--- src/rtl/stream_mux_nx1.sv ---
// Registered N-to-1 valid/ready stream multiplexer with a single-entry output register.
// MODE 0 picks the channel named by sel; MODE 1 arbitrates round-robin from a rotating pointer.
module stream_mux_nx1 #(
  parameter int unsigned WIDTH    = 32,
  parameter int unsigned CHANNELS = 4,
  parameter int unsigned MODE     = 0,
  parameter int unsigned SELW     = $clog2(CHANNELS)
) (
  input  logic                      clk,
  input  logic                      rst_n,
  input  logic [CHANNELS*WIDTH-1:0] in_data,
  input  logic [CHANNELS-1:0]       in_valid,
  output logic [CHANNELS-1:0]       in_ready,
  input  logic [SELW-1:0]           sel,
  output logic [WIDTH-1:0]          out_data,
  output logic                      out_valid,
  input  logic                      out_ready,
  output logic [SELW-1:0]           out_chan
);

  logic [CHANNELS-1:0] grant;
  logic [SELW-1:0]     grant_idx;
  logic [SELW-1:0]     ptr_q, ptr_d;
  logic [WIDTH-1:0]    grant_data;
  logic                load_ok;
  logic                xfer;
  logic                found;

  assign load_ok = !out_valid || out_ready;

  always_comb begin
    grant     = '0;
    grant_idx = '0;
    found     = 1'b0;
    if (MODE == 0) begin
      // Out-of-range sel values never match a channel, so they grant nothing.
      for (int i = 0; i < CHANNELS; i++) begin
        if (sel == SELW'(i) && in_valid[i]) begin
          grant[i]  = 1'b1;
          grant_idx = SELW'(i);
        end
      end
    end else begin
      // First pass covers ptr..CHANNELS-1, second pass wraps around to 0..ptr-1.
      for (int i = 0; i < CHANNELS; i++) begin
        if (!found && in_valid[i] && SELW'(i) >= ptr_q) begin
          grant[i]  = 1'b1;
          grant_idx = SELW'(i);
          found     = 1'b1;
        end
      end
      for (int i = 0; i < CHANNELS; i++) begin
        if (!found && in_valid[i]) begin
          grant[i]  = 1'b1;
          grant_idx = SELW'(i);
          found     = 1'b1;
        end
      end
    end
  end

  always_comb begin
    grant_data = '0;
    for (int i = 0; i < CHANNELS; i++) begin
      if (grant[i]) begin
        grant_data = in_data[i*WIDTH +: WIDTH];
      end
    end
  end

  // Gating with rst_n keeps in_ready low for the whole reset window.
  assign in_ready = (load_ok && rst_n) ? grant : '0;
  assign xfer     = load_ok && rst_n && (|grant);

  always_comb begin
    ptr_d = ptr_q;
    if (MODE != 0 && xfer) begin
      ptr_d = (grant_idx == SELW'(CHANNELS - 1)) ? '0 : grant_idx + SELW'(1);
    end
  end

  always_ff @(posedge clk or negedge rst_n) begin
    if (!rst_n) begin
      out_data  <= '0;
      out_chan  <= '0;
      out_valid <= 1'b0;
      ptr_q     <= '0;
    end else begin
      ptr_q <= ptr_d;
      if (xfer) begin
        out_data  <= grant_data;
        out_chan  <= grant_idx;
        out_valid <= 1'b1;
      end else if (out_ready) begin
        out_valid <= 1'b0;
      end
    end
  end

endmodule

--- config.mk ---
export PLATFORM = sky130hd
export DESIGN_NAME = stream_mux_nx1
export DESIGN_NICKNAME = d
export VERILOG_FILES = /design/src/rtl/stream_mux_nx1.sv
export SDC_FILE = /design/constraint.sdc
export NUM_CORES = 1
export LEC_CHECK = 0
export CAP_MARGIN = 30
export CORE_ASPECT_RATIO = 1.4
export CORE_MARGIN = 1.5
export CORE_UTILIZATION = 39
export CTS_BUF_LIST = sky130_fd_sc_hd__clkbuf_16
export CTS_CLUSTER_SIZE = 10
export DETAILED_ROUTE_END_ITERATION = 10
export HOLD_SLACK_MARGIN = 0.15
export PLACE_DENSITY = 0.82
export SLEW_MARGIN = 40
export SYNTH_ARGS = -nofsm -noshare
export SYNTH_HDL_FRONTEND = slang
export SYNTH_SLANG_ARGS = --single-unit
--- constraint.sdc ---
create_clock -name clk -period 1.4 [get_ports clk]
set_input_delay 0.28 -clock clk [delete_from_list [all_inputs] [get_ports clk]]
set_output_delay 0.28 -clock clk [all_outputs]
set_load 0.01 [all_outputs]
==> results.toml <==
# yosys + openroad results
[worst_setup_path]
cp_slowest_cell = "dfrtp_1"
crit_family = "flip-flops"

[yosys]
synth-xor-area-share_pct = 0
syn-num-nets = 428
synthAoiAreaFrac_pct = 0.288
numSynthFlops = 35
topCellsByArea = "dfrtp_1 (29%), nand4b_1 (18%), mux2_4 (14%), nand4_1 (13%), or4bb_1 (11%)"
topCombFamilyByArea = "simple AND/OR/NAND/NOR gates"
ys.flop_type = "dfrtp_1"

[timing]
fin_crit_ns = 1.52
fin_ws_ns = -0.115
fin_skew_ns = 0.00308
finalCritPeriodShare_pct = 108
setup_viol = 21

[outcome]
status = "finished, violations left"
violations = "negative setup slack"

[cells_and_area]
clkCellAreaFrac_pct = 2.66
layout-drive-gt1-share_pct = 20.5
area_growth_syn_to_layout_pct = 70.2
flops = 35
seq_area_sq_um = 876
biggestCellCategory = "buffers"

[clock_tree]
cts_inserted_buffers = 5
clkSinkCount = 35
clockBufferDepth = 2

[global_route]
grt_pass1_vias = 3535
gr-total-overflow = 0
grtUsageTotal_pct = 26.9
grt_util_met2_pct = 48.4

[die]
die_y_um = 107

[power_and_ir_drop]
pwr-share-seq_pct = 32.7

[route]
viasPerCell = 5.97
dr_wl_met3_um = 480
top_layer = "met4"
## worst reg2reg max path: stages (launching register included)
cell	delay (ns)
dfrtp_1	0.40
nand2b_4	0.11
buf_6	0.11
nand3_4	0.10
buf_6	0.17
buf_16	0.14
mux2_4	0.29
## through the flow
stage / util, % / cells / total power (W)
after global routing: 69.4 / 561 / 0.00434
after floorplan: - / 291 / 0.00215
after global placement: 66.3 / 545 / 0.00313
after detailed placement: 66.3 / 545 / 0.00317
final: 69.4 / 561 / 0.00413
after CTS: 70.9 / 567 / 0.00421
## what timing repair did
action / 4_1_cts / 5_1_grt
gates cloned: 4 / 0
pin swaps: 6 / 1
setup endpoints to repair: 74 / 38
buffers inserted: 10 / 0
resized: 89 / 4
## state kept, by name (all words and copies together) (netlist names)
register   flops
out_valid      1
out_data      32
out_chan       2
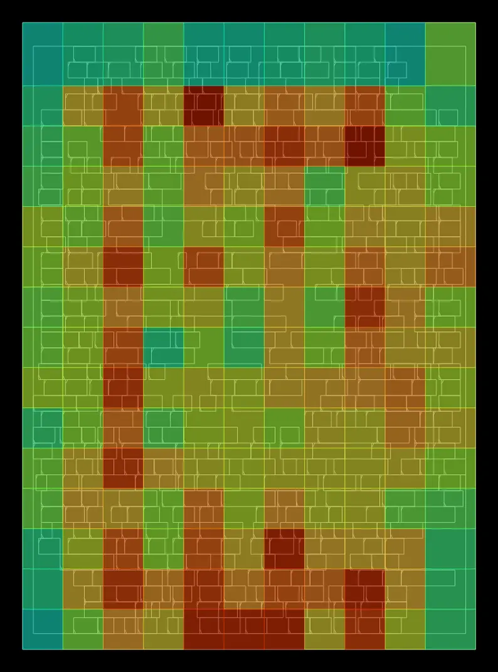
congestion_map.png
met3 usage: 3.98%
GR met1 Demand/Resource: 31.9%

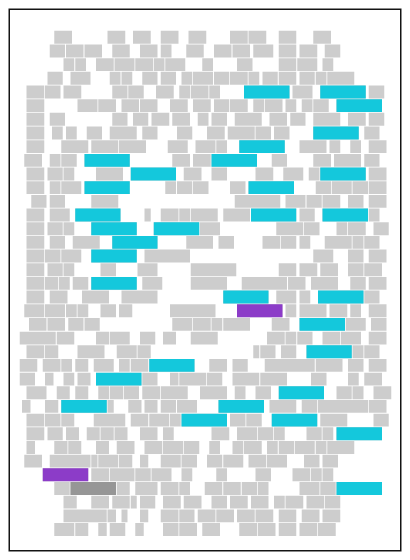
ff_map.png
Other sequential cells in the stronger gray, the rest of the logic in the fainter gray.
`out_data`: marked cyan, sequential cells 32. `out_chan`: marked purple, sequential cells 2.
Another 1 sequential cells are not colored.

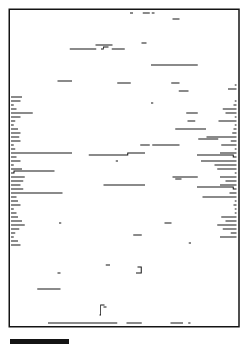
m3.png
Bar = 20 um.
The longest straight run is 23.2 um. The layer holds 4.4% of the routed length. The wires run mostly horizontal. 99 nets have wire on it.

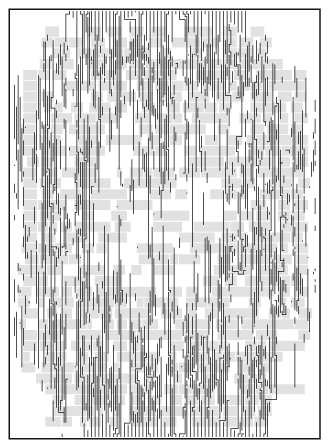
m2.png
The wires run mostly vertical. 542 nets have wire on it. The longest straight run is 46.2 um.

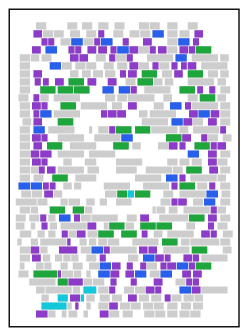
gates.png
nand cells: marked purple, cells 136, where all over the die. and/or cells: marked blue, cells 31, most used or4bb_1, where all over the die. nor cells: marked cyan, cells 5. mux cells: marked green, cells 36, most used mux2_4.

Power is estimated from default activity; no workload was simulated.
